Run 1, met3 routing:
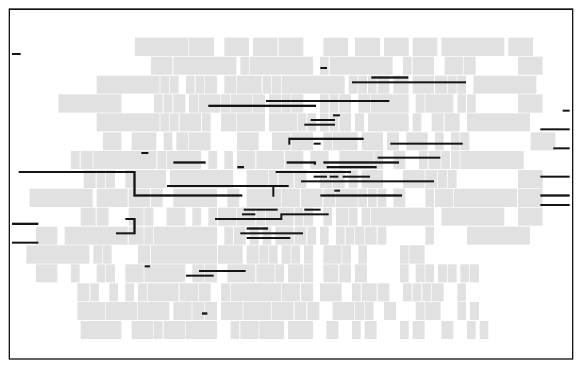
Run 1, clock wires, drivers and flops:
The bar under the picture is 20 um long.
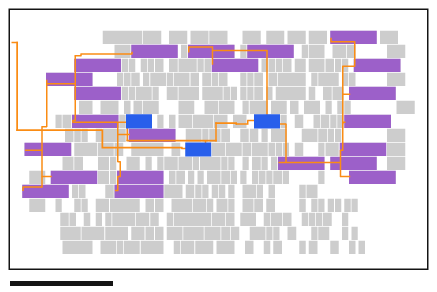
Run 1, wiring heat map:
The bar under the picture is 20 um long. 16 x 10 tiles, from white (low) to dark blue (high), scaled to the fullest tile. Values are wire area over tile area, all layers added.
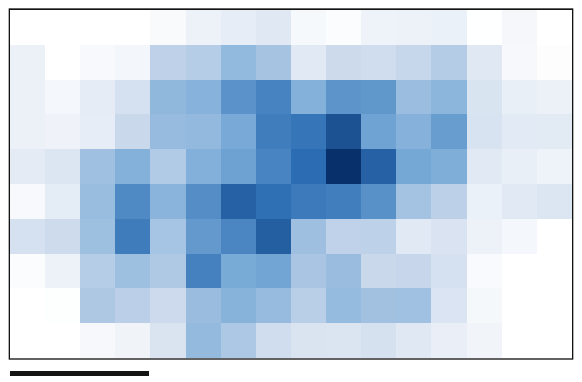
--- config.mk ---
export PLATFORM = sky130hd
export DESIGN_NAME = pipe_hazard_ctrl
export DESIGN_NICKNAME = d
export VERILOG_FILES = /design/src/rtl/pipe_hazard_ctrl.sv
export SDC_FILE = /design/constraint.sdc
export NUM_CORES = 1
export LEC_CHECK = 0
export ABC_AREA = 1
export CAP_MARGIN = 25
export CORE_ASPECT_RATIO = 0.6
export CORE_MARGIN = 2
export CORE_UTILIZATION = 45
export DETAILED_ROUTE_END_ITERATION = 8
export GPL_TIMING_DRIVEN = 0
export PLACE_DENSITY = 0.85
export SLEW_MARGIN = 20
export SYNTH_ARGS = -nofsm -noshare
export SYNTH_HDL_FRONTEND = slang
export SYNTH_SLANG_ARGS = --single-unit
--- constraint.sdc ---
create_clock -name clk -period 1.9 [get_ports clk]
set_input_delay 0.38 -clock clk [delete_from_list [all_inputs] [get_ports clk]]
set_output_delay 0.38 -clock clk [all_outputs]
set_load 0.005 [all_outputs]
--- src/rtl/pipe_hazard_ctrl.sv ---
// Hazard/stall sequencer for the 5-stage MIPS pipeline: load-use bubbles, branch
// flushes, variable-latency data-memory handshake with timeout, stall counter.
`timescale 1ns/1ps
module pipe_hazard_ctrl #(
  parameter int MEM_TIMEOUT = 15
) (
  input  logic        clk,
  input  logic        rst,
  input  logic [4:0]  id_rs,
  input  logic [4:0]  id_rt,
  input  logic [4:0]  ex_rt,
  input  logic        ex_memread,
  input  logic        ex_branch_taken,
  input  logic        mem_req,
  input  logic        dmem_ack,
  output logic        dmem_req,
  output logic        pc_en,
  output logic        ifid_en,
  output logic        idex_en,
  output logic        exmem_en,
  output logic        memwb_en,
  output logic        ifid_flush,
  output logic        idex_flush,
  output logic        memwb_flush,
  output logic        mem_fault,
  output logic [15:0] stall_cnt
);

  localparam int WW = (MEM_TIMEOUT > 1) ? $clog2(MEM_TIMEOUT) : 1;
  localparam logic [WW-1:0] WAIT_LAST = WW'(MEM_TIMEOUT - 1);

  typedef enum logic [1:0] {RUN, MEM_WAIT, FAULT} state_t;

  state_t        state, state_nxt;
  logic [WW-1:0] wait_cnt, wait_nxt;
  logic          load_use;

  assign load_use = ex_memread && (ex_rt != '0) && ((ex_rt == id_rs) || (ex_rt == id_rt));

  always_comb begin
    state_nxt   = state;
    wait_nxt    = wait_cnt;
    dmem_req    = 1'b0;
    pc_en       = 1'b1;
    ifid_en     = 1'b1;
    idex_en     = 1'b1;
    exmem_en    = 1'b1;
    memwb_en    = 1'b1;
    ifid_flush  = 1'b0;
    idex_flush  = 1'b0;
    memwb_flush = 1'b0;
    mem_fault   = 1'b0;
    case (state)
      RUN: begin
        dmem_req = mem_req;
        if (mem_req && !dmem_ack) begin
          pc_en       = 1'b0;
          ifid_en     = 1'b0;
          idex_en     = 1'b0;
          exmem_en    = 1'b0;
          memwb_flush = 1'b1;
          state_nxt   = MEM_WAIT;
          wait_nxt    = '0;
        end else if (ex_branch_taken) begin
          ifid_flush = 1'b1;
          idex_flush = 1'b1;
        end else if (load_use) begin
          pc_en      = 1'b0;
          ifid_en    = 1'b0;
          idex_flush = 1'b1;
        end
      end
      MEM_WAIT: begin
        dmem_req = 1'b1;
        if (!dmem_ack) begin
          pc_en       = 1'b0;
          ifid_en     = 1'b0;
          idex_en     = 1'b0;
          exmem_en    = 1'b0;
          memwb_flush = 1'b1;
          if (wait_cnt == WAIT_LAST) state_nxt = FAULT;
          else                       wait_nxt  = wait_cnt + 1'b1;
        end else begin
          state_nxt = RUN;
        end
      end
      FAULT: begin
        pc_en       = 1'b0;
        ifid_en     = 1'b0;
        idex_en     = 1'b0;
        exmem_en    = 1'b0;
        memwb_en    = 1'b0;
        memwb_flush = 1'b1;
        mem_fault   = 1'b1;
      end
      default: state_nxt = RUN;
    endcase
    // Reset quiesces every output combinationally, abandoning any request in flight.
    if (rst) begin
      dmem_req    = 1'b0;
      pc_en       = 1'b0;
      ifid_en     = 1'b0;
      idex_en     = 1'b0;
      exmem_en    = 1'b0;
      memwb_en    = 1'b0;
      ifid_flush  = 1'b0;
      idex_flush  = 1'b0;
      memwb_flush = 1'b0;
      mem_fault   = 1'b0;
    end
  end

  always_ff @(posedge clk or posedge rst) begin
    if (rst) begin
      state     <= RUN;
      wait_cnt  <= '0;
      stall_cnt <= '0;
    end else begin
      state    <= state_nxt;
      wait_cnt <= wait_nxt;
      if (!pc_en && (stall_cnt != '1)) stall_cnt <= stall_cnt + 16'd1;
    end
  end

endmodule

==> changes_impl.md, run 1 <==
## Implementation

- Status: finished, violations left
- Failing checks: negative setup slack
- Placed Area: about 2100 um2
- Number of max-slew violations in the final report: 0
- Total power: between 800 and 900 uW
- DR WL/cell: roughly 14 um
- Initial antenna violation count: 0
- Largest net degree at the start of global routing: 23
- Drt drc: 0
- Die area: 4065 um2
- Net count after synthesis: approximately 260
- IO Count: between 40 and 50
- Root buf cell: clkbuf_8
- Power density over cell area: ~370 nW/um2
- RR Startpoint: stall_cnt[1]
- Max-cap violations: 0
- CTS tree: yes
- CP endpoint kind: output port
- Hold WC Path Type: input port to async pin
- Congestion Overflow GR: 0
- Clock buffer count from CTS: 3
- Worst-margin pin slew: ~840 ps
- PnR worst setup slack: -47.27 ps
- # hold bufs at CTS: 0
- VDD IR-drop max: between 0.0002 and 0.0003 V
- P&R area growth vs syn: 43.39%
- Static leakage: between 1 and 1.5 nW
- Die width: about 81 um
- # Cells Yosys: 231
- Register area: 551.8 um2
- Most used cell along the critical path: nor2_1
- Post-route insts no fill: between 300 and 400
- Switch Pwr: between 150 and 200 uW
- I/O Buffers: 45
- Crit. Startpoint: state[1]
- WHS: between 500 and 600 ps
- Clk sinks: 22
- Yosys stat area: ~1600 um2
- Via/cell ratio: a little over 5
- Peak Freq: between 0.5 and 0.6 GHz
- First-pass GRT wire length: 6844 um
- Comb power frac: approximately an eighth
- Switching share of power: a little under a quarter
- Total Routed Length: roughly 4800 um
- Core Area: 3323 um2
- Final nets: between 300 and 400
- CP required: around 1500 ps
- Crit path cell chain: nor2_1 -> nor2_1 -> nor2_2 -> nand3_4 -> nand2_8 -> inv_4 -> buf_4 -> buf_2
- Period minus WS final: approximately 1900 ps
- Synth area leader: dfrtp_1
- # fillers: around 270
- Via count: around 1700
- Initial Util: 48.16%
- Synthesized area per cell: roughly 6.9 um2
- Hpwl dp: around 3100 um
- DR pass1 iterations: 4
- Vias in the first global route: ~1500
- Clk slew on worst S/H paths: 70 ps
- Die Ht: 50.19 um
- Fin. Hold Viols: 0
- Setup WS pre-CTS: -1006 ps
- Tot GR Track Use: 22.26%
- # H-tree levels: 1
- Initial drt markers: roughly 160
- Final setup vio count: 2
- Distinct cells, synth: 25
Notes on 'met3 routing' above:
share of all routed wire: 6.4%
longest straight run: 18.9 um
nets with wire on the layer: 38

Notes on 'clock wires, drivers and flops' above:
legend:
  purple:
    item: flip-flops
    count: 22
  blue:
    item: clock drivers
    count: 3
  orange:
    item: clock wires
    length: 276 um
routed clock nets: 4
Worst Skew: 1.959 ps
clock share of power: 33.0%
Worst-Skew Late Latency: 260 ps
total clock network power: 280 uW

Notes on 'wiring heat map' above:
densest ninth of the die: center
tiles over half the peak: 18%
nearly empty tiles: 13%

[run 1: metal layers]
metal	vias up	GRT usage (%)	wire length, um
met4	0	6.780	101
met5	-	0	0
met3	16	3.777	307
met2	76	36.09	2253
met1	791	30.56	2110
li1	852	-	-
[run 1: cells in the mapped netlist, drive strengths merged]
library cell,number
nand4,4
xor2,13
nand2,76
a21oi,3
nor3,10
clkbuf,1
nor3b,2
ha,3
nor2,25
dfrtp,22
xnor2,5
o21ai,5
buf,5
nand3,26
inv,31
[run 1: flip-flops by register name, indices dropped and copies added, names as in the netlist]
name / cells
wait_cnt: 4
stall_cnt: 16
state: 2
[run 1: logic make-up after synthesis]
kind of cell,count (synthesis),share of synthesized area (%)
fa+ha+maj,3,2.346
buf+inv,37,9.773
flops,22,34.40
xor+xnor,18,9.851
compound gates,8,2.501
simple gates,143,41.13
[run 1: power groups by stage]
stage / registers (mW) / clock network [mW] / logic [mW]
global route: 0.468 / 0.310 / 0.114
floorplan: 0.477 / 0 / 0.0416
CTS: 0.468 / 0.294 / 0.0923
finish: 0.468 / 0.280 / 0.101
detailed placement: 0.477 / 0 / 0.101
global placement: 0.477 / 0 / 0.0983
[run 1: final cells by class]
cell class / count / share of cell area, %
repair buffers: 62 / 22.36
inverters: 31 / 5.180
well taps: 45 / 2.454
flip-flops and latches: 22 / 24.05
multi-input cells: 172 / 42.37
clock buffers: 3 / 1.799
plain buffers: 5 / 1.799
[run 1: cell usage in the layout (no fill, tap or decap), drive strengths merged]
master	instances
xor2	13
dfrtp	22
nand2	76
clkdlybuf4s50	18
nand4	4
buf	27
dlymetal6s2s	3
dlygate4sd2	7
ha	3
nor3	10
a21oi	3
inv	31
nor2	25
clkbuf	14
nor3b	2
nand3	26
clkdlybuf4s15	1
xnor2	5
o21ai	5
[run 1: final timing paths]
check                           endpoint  slack [ps]  cells past startpoint
setup / recovery                   pc_en         -50                      8
hold / removal               wait_cnt[3]         500                      2
setup reg to reg            stall_cnt[0]          60                      9
hold reg to reg            stall_cnt[13]         540                      2
max in group asynchronous       state[1]         830                      2
min in group clk           stall_cnt[13]         540                      2
[run 1: what timing repair did]
item	4_1_cts	5_1_grt
setup endpoints to repair	18	20
buffers inserted	7	10
resized	52	46
pin swaps	15	23
==> inputs of run 2 (changes only) <==
- GPL_TIMING_DRIVEN: 0 -> unset
Run 2, clock wires, drivers and flops:
The bar under the picture is 20 um long.
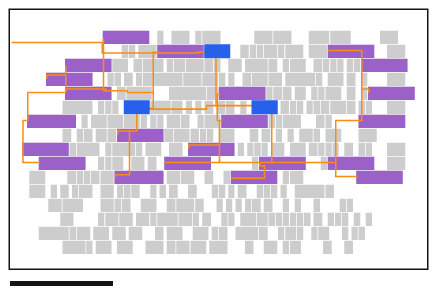
legend:
  blue:
    item: clock drivers
    count: 3
  purple:
    item: flip-flops
    count: 22
  orange:
    item: clock wires
    length: 297 um
routed clock nets: 4

==> changes_impl.md, run 2 <==
## Implementation

- Critical path peak fanout: 5
- Register share after synthesis: roughly 34%
- R2r setup slk: ~190 ps
- PnR worst setup slack: between 40 and 50 ps
- Most used cell along the critical path: nor3_4
- Max Used Layer: met4
- Setup WS pre-CTS: -555.4 ps
- Core Area: 3323 um2
- # rows: 16
- DR pass1 iterations: 4
- M1 WL: approximately 2000 um
- Tcrit/Tclk final: 97.55%
- Net count after synthesis: 255
- Congestion Overflow GR: 0
- Number of enable flip-flop cells: 0
- Area share, top type: about a third
- Number of max-slew violations in the final report: 0
- Cell with the most instances after synthesis: nand2_1
- Total Routed Length: 4358 um
- Crit-path max cell delay: about 470 ps
- ANT nets after route: 0
- Largest net degree at the start of global routing: 23
- Status: finished, final reports clean
- Tot GR Track Use: between 20% and 30%
- Initial drt markers: ~130
- Final nets: 324
- Top flop regs: stall_cnt: 16 flops, wait_cnt: 4 flops, state: 2 flops
- Hpwl dp: 3231 um
- Die Ht: between 50 and 60 um
- CTS tree: yes
- Die width: 80.99 um
- Period minus WS final: approximately 1900 ps
- Synthesized area per cell: 6.928 um2
- Hold WC Path Type: input port to async pin
- Share of cells above drive strength 1: a little under a quarter
- Dominant flop cell: dfrtp_1
- # hold bufs at CTS: 0
- CTS Buffer Depth: 2
- Post-Syn Area: ~1600 um2
- Synth Warn #: 0
- Clk slew on worst S/H paths: around 80 ps
- Mapped Cells: 231
- Worst Reg-to-Reg Cells: 8
- Distinct cells, synth: 25
- Die area: slightly above 4000 um2
- Crit path cell chain: nor3_4 -> nor3_4 -> buf_4 -> dlygate4sd2_1
- Static leakage: ~1.2 nW
- # H-tree levels: 1
- VDD IR-drop max: 0.0003571 V
- Worst-margin pin slew: about 280 ps
- Commonest Layout Cell: nand2_1
- RR Startpoint: state[1]
- I/O Buffers: 46
- Post-route insts no fill: roughly 340
- # fillers: slightly below 300
- # placed instances: around 330
- P&R area growth vs syn: 44.10%
- Synth area leader: dfrtp_1
- Max FFs per register: 16
- Wire length on met3: slightly above 300 um
- Diode count: 0
- Tool Warnings: 28
- Largest reg by FF count: stall_cnt
- First-pass GRT wire length: 7141 um
- Asr flop ratio synth: 100.0%
- Top cells by area: dfrtp_1 34%, nand2_1 17%, nand3_1 8.1%, xor2_1 7.1%, inv_1 6.3%
- Initial antenna violation count: 0
- Max-cap violations: 0
- Top logic cells by instance count in the layout: 70 x nand2_1, 26 x nand3_1, 24 x inv_1, 24 x buf_4, 21 x nor2_1
- Fin. Hold Viols: 0
- WS Path Type: flop to output port
- Root buf cell: clkbuf_8
- CP max stage cell: dfrtp_2
- Top cell types by occurrence after synthesis: 72 x nand2_1, 27 x inv_1, 26 x nand3_1, 24 x nor2_1, 22 x dfrtp_1
- Routability cong.: between 0.8 and 0.9
- Synth flops: 22
- DR WL met2: 2002 um
- CP endpoint kind: output port
- Worst EP arrival: approximately 1500 ps
- Worst Skew: approximately 4.0 ps
- Startpoint Class: flop
- Capturing point of the worst reg2reg path: stall_cnt[10]
- Final setup vio count: 0
- Peak Freq: roughly 0.54 GHz
- Power density over cell area: approximately 400 nW/um2
- DR WL/cell: approximately 13 um
- Total power: 916.2 uW
- Initial Util: approximately half
- Slew HR: 81.46%
- # Cells Yosys: roughly 230
- Yosys stat area: between 1500 and 2000 um2
- Drt drc: 0
- Vias in the first global route: about 1600
- IO Count: about 47
- Via/cell ratio: 4.956
- CP required: approximately 1500 ps
- Via count: about 1700
Run 2, clock routing:
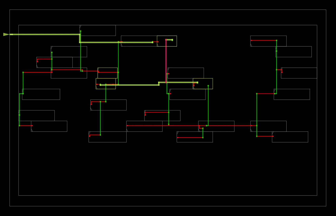
FF+latch count: 22
Worst-Skew Late Latency: 270 ps
# clk buffers: 4
clock buffer count from CTS: 3
clk sinks: 22

[run 2: kinds of logic after synthesis]
family                   Yosys count  share of synthesized area, %
flip-flops                        22                         34.40
AND-OR/OR-AND                      8                         2.501
XOR/XNOR                          18                         9.851
adder cells (fa/ha/maj)            3                         2.346
AND/OR/NAND/NOR                  143                         41.13
buffers and inverters             37                         9.773
[run 2: per-layer routing]
layer,up-vias,GRT usage [%]
met1,797,34.47
met2,51,34.71
li1,853,-
met3,4,4.317
met4,0,1.695
met5,-,0
[run 2: area by class of cell]
class | instances | area, um2 | share of cell area (%)
multi-input cells | 172 | 944.7 | 40.97
repair buffers | 70 | 578.1 | 25.07
flip-flops and latches | 22 | 553.0 | 23.98
inverters | 31 | 118.9 | 5.155
well taps | 45 | 56.30 | 2.442
clock buffers | 4 | 55.05 | 2.387
[run 2: how the worst max path moves through the flow]
stage,start,end,cells past startpoint
floorplan,rst,pc_en,6
global placement,ex_rt[4],idex_flush,10
detailed placement,ex_rt[4],idex_flush,10
CTS,id_rs[2],idex_flush,9
global route,state[0],ifid_en,8
finish,state[1],idex_en,4
[run 2: report_power, final]
part,internal (mW),switching (mW)
sequential,0.468,0
clock,0.185,0.157
combinational,0.0515,0.0547
total,0.704,0.212
[run 2: worst max-delay path: cells and delay by family (launching register included)]
| kind | cells | cell delay [ps] |
|---|---|---|
| buf+inv | 2 | 390 |
| simple gates | 2 | 350 |
| flops | 1 | 470 |
[run 2: repair_timing]
| item | CTS | global route |
|---|---|---|
| setup endpoints to repair | 21 | 6 |
| pin swaps | 9 | 15 |
| gates resized | 43 | 49 |
| setup buffers | 6 | 4 |
[run 2: stage by stage]
stage	utilization, %	cell area (um2)	hold slack, ps	setup TNS, ps
6_report	69.39	2306	387.1	0
5_1_grt	69.39	2306	414.9	-41.73
4_1_cts	68.49	2276	527.1	-173.5
3_5_place_dp	66.49	2210	516.1	-7890
3_3_place_gp	66.49	2210	510.0	-7345
2_1_floorplan	-	1600	487.8	0
No activity file was given, so power comes from the tool's default toggle rates.
